==> images/pins.png <==
Pins as bars across the die edge, other pins in grey.
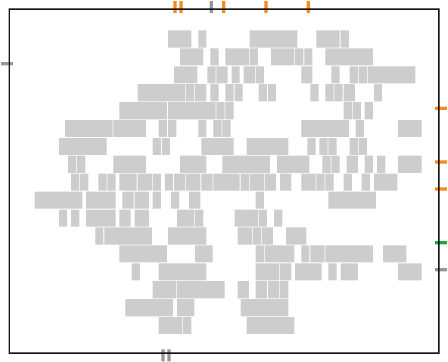
==> images/final_congestion.png <==
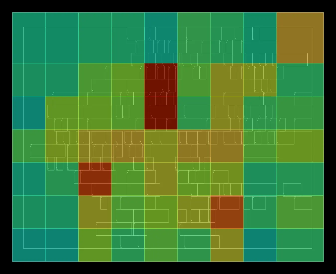
==> images/clock_map.png <==
The bar under the picture is 20 um long.
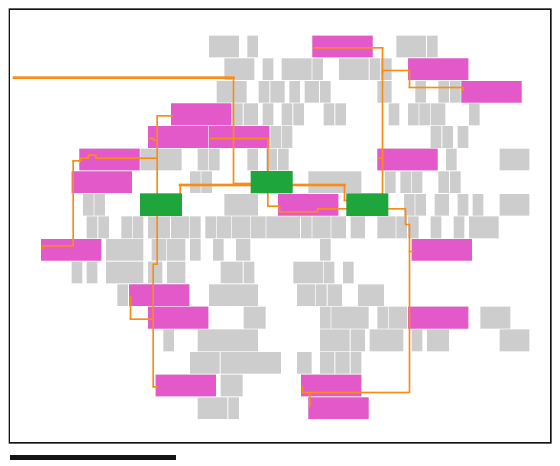
==> images/metal_stack.png <==
The bar under the picture is 20 um long.
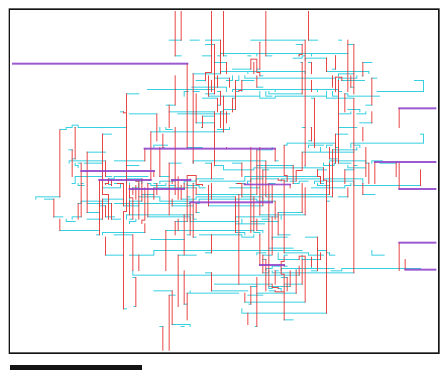
==> images/registers.png <==
Other sequential cells in the stronger grey, the rest of the logic in the fainter grey.
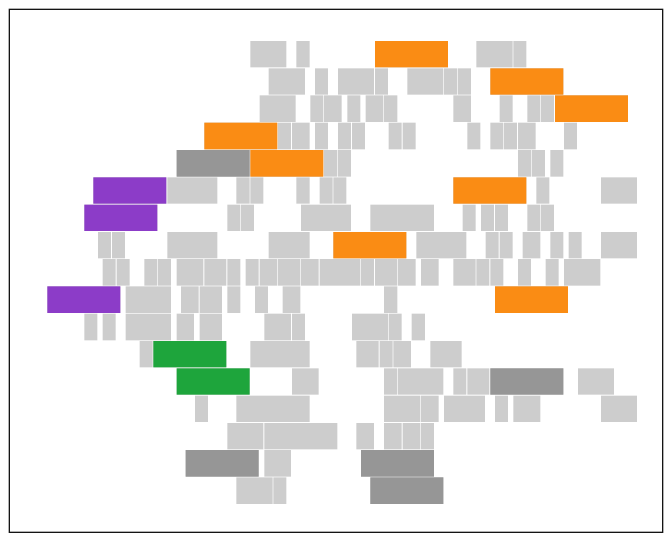
==> config.mk <==
export PLATFORM = sky130hd
export DESIGN_NAME = serial_tx
export DESIGN_NICKNAME = d
export VERILOG_FILES = /design/src/rtl/serial_tx.sv
export SDC_FILE = /design/constraint.sdc
export NUM_CORES = 1
export LEC_CHECK = 0
export ABC_AREA = 1
export CAP_MARGIN = 20
export CORE_AREA = 2 2 63 50
export CTS_BUF_LIST = sky130_fd_sc_hd__clkbuf_8
export DETAILED_ROUTE_END_ITERATION = 10
export DIE_AREA = 0 0 65 52
export PLACE_DENSITY = 0.55
export SYNTH_ARGS = -nofsm -noshare
export SYNTH_HDL_FRONTEND = slang
export SYNTH_SLANG_ARGS = --single-unit
==> constraint.sdc <==
create_clock -name clk -period 1.9 [get_ports clk]
set_input_delay 0.19 -clock clk [delete_from_list [all_inputs] [get_ports clk]]
set_output_delay 0.19 -clock clk [all_outputs]
set_load 0.01 [all_outputs]
==> CHANGELOG.md <==
### Changed

- Max frequency: slightly above 0.7 GHz
- Setup_tns: 0 ps
- Period minus WS final: ~1400 ps
- Logic area: about 540 um^2
- CTS Hold Bufs: 0
- CP Capture Type: flop
- #FFs+latches synth: 18
- Core ar.: roughly 2800 um^2
- Post-cts resize count: 0
- Nets at Floorplan: 150
- Post-CTS Repair Setup Buffers: 0
- Die Area: between 3000 and 4000 um^2
- Pre-antenna DRT Iters: 4
- Pwr Density: around 790 nW/um^2
- Setup ws final: 486 ps
- Pin count of the biggest net entering global routing: 15
- Layout cells sized above 1: ~13%
- # rows: 17
- Final #Nets: 167
- Gp weighted congestion: 0.774
- Slew Limit Fails: 0
- Sw frac: 27.3%
- CP max FO: 5
- Period utilization: between 70 and 80%
- Post-Place Setup Slack: 453 ps
- First-pass GRT wire length: around 3.5 mm
- Top cells excl fill/tap: nand2_1 (37), nor2_1 (25), dfxtp_1 (18)
- Status: complete, no violations
- Vias per inst: approximately 4.7
- Hold path depth: 2
- R2R depth: 7
- Reg2reg setup slack: slightly below 500 ps
- RSZ-0062 raised after global routing: false
- CP Class: flop to flop
- TritonCTS buffer count: 3
- P_int: 0.696 mW
- Post-synthesis area per instance: ~7.4 um^2
- Critical path arrival: about 1600 ps
- Comb power frac: a little over a fifth
- Yosys chip area: ~1000 um^2
- Worst Setup Start Kind: flop
- Final setup viols: 0
- Detail Placement HPWL: 1.48 mm
- OpenROAD warning count: 26
- Routed wire length: between 1.5 and 2 mm
- Synth Instances: between 100 and 150
- Net switching power: around 0.26 mW
- Worst Path Required: ~2100 ps
- Yosys Instances: around 140
- Dpl cell area: 1160 um^2
- Drc violations: 0
- Peak VDD IR: around 0.37 mV
- Max-cap violation count: 0
- Clock transition at the registers of the reported paths: 60 ps
- Clk buf depth: 2
- Design area: between 1000 and 1500 um^2
- Commonest Layout Cell: nand2_1
- Sequential share of power: between 40% and 50%
- DRT iter0 DRCs: approximately 67
- Area leader, netlist: dfxtp_1
- Area Overhead vs Synth: 21.6%
- Ant. Diodes: 0
- Vias: just under 900
- Mapped Area: ~1000 um^2
- Core Util at FP: between 30% and 40%
- Worst min-delay path class: flop to flop
- Worst hold slack: between 400 and 500 ps
- Initial antenna violation count: 0
- Top cell area share: a little over a third
Notes on pins.png above:
tx_data -> orange  # pins 8, direction input, edge 5 north, 3 east
reset -> green  # pins 1, direction input, edge east
Die Span X: 65 um
Die Ht: 52 um
PortBufs: 13

Notes on final_congestion.png above:
met2 Usage GRT: 21.5%
M3 GR Usage: 4.55%

Notes on clock_map.png above:
flip-flops -> magenta  # count 18
clock wires -> orange  # length 251 um
cells driving clock nets -> green  # count 3
flops lie = widely spread
clk latency late pin: 250 ps
Clk pwr share: 32.4%
Clk power: 0.310 mW
Final Skew: 9.18 ps

Notes on metal_stack.png above:
met2 -> red  # wire length 850 um
met1 -> cyan  # wire length 985 um
met3 -> purple  # wire length 129 um
DR WL/cell: 10.3 um
total track usage: 13.3%

Notes on registers.png above:
state_q -> green  # sequential cells 2
bit_cnt_q -> purple  # sequential cells 3
shift_q -> orange  # sequential cells 8
not coloured = 5
register area: 360 um^2
power in sequential cells: 0.444 mW
Post-Route Utilization: 43.7%

[cells in the mapped netlist]
library cell  number
a21oi_1            3
a31oi_1            2
and2_4             1
buf_2              1
buf_4              1
buf_6              3
dfxtp_1           18
ha_1               3
inv_1             10
inv_2              1
inv_8              1
nand2_1           37
nand2_2            1
nand2_4            1
nand2_8            1
nand3_1            7
nand3_2            1
nand3_4            1
nand3b_1           1
nand4_1            4
nor2_1            25
nor2_4             1
nor2_8             1
o211a_1            1
o21ai_0            8
o21ai_4            1
o22ai_1            1
[critical path, stage by stage, from the launching register on]
cell	delay (ps)
dfxtp_1	330
ha_1	200
ha_1	240
o21ai_4	190
nand2_1	70
nor2_1	180
nor2_1	60
nor2_1	90
[layout make-up]
cell class	count	area share [%]
Multi-Input combinational cell	101	44.6
Sequential cell	18	29.6
Timing Repair Buffer	17	13.1
Clock buffer	4	4.52
Inverter	12	4.31
Tap cell	38	3.90
[routing by layer]
metal  share of wire, %  track usage (%)
met1                 50             17.6
met2                 43             21.5
met3                6.6             4.55
met4                  0             2.13
met5                  0                0
[metrics by stage]
step	power, mW	util (%)	std cells
2_1_floorplan	0.600	-	136
3_3_place_gp	0.655	41.8	186
3_5_place_dp	0.657	41.8	186
4_1_cts	0.974	43.7	190
5_1_grt	1.02	43.7	190
6_report	0.957	43.7	190
[logic make-up (layout without fill, tap and decap cells)]
logic type,Yosys count,in the layout,synth area share [%]
buffers and inverters,17,33,9.86
adders and majority gates,3,3,3.75
and+or+nand+nor,82,82,40.4
DFF,18,18,36.0
AOI/OAI and AO/OA,16,16,9.99
[power by group through the flow]
stage                     Combinational [mW]  Sequential [mW]  Clock, mW
final                                  0.204            0.444      0.310
after global placement                 0.203            0.452          0
after detailed placement               0.204            0.453          0
after floorplan                        0.156            0.444          0
after global routing                   0.234            0.449      0.337
after CTS                              0.206            0.444      0.325
Power and IR drop assume default switching activity.
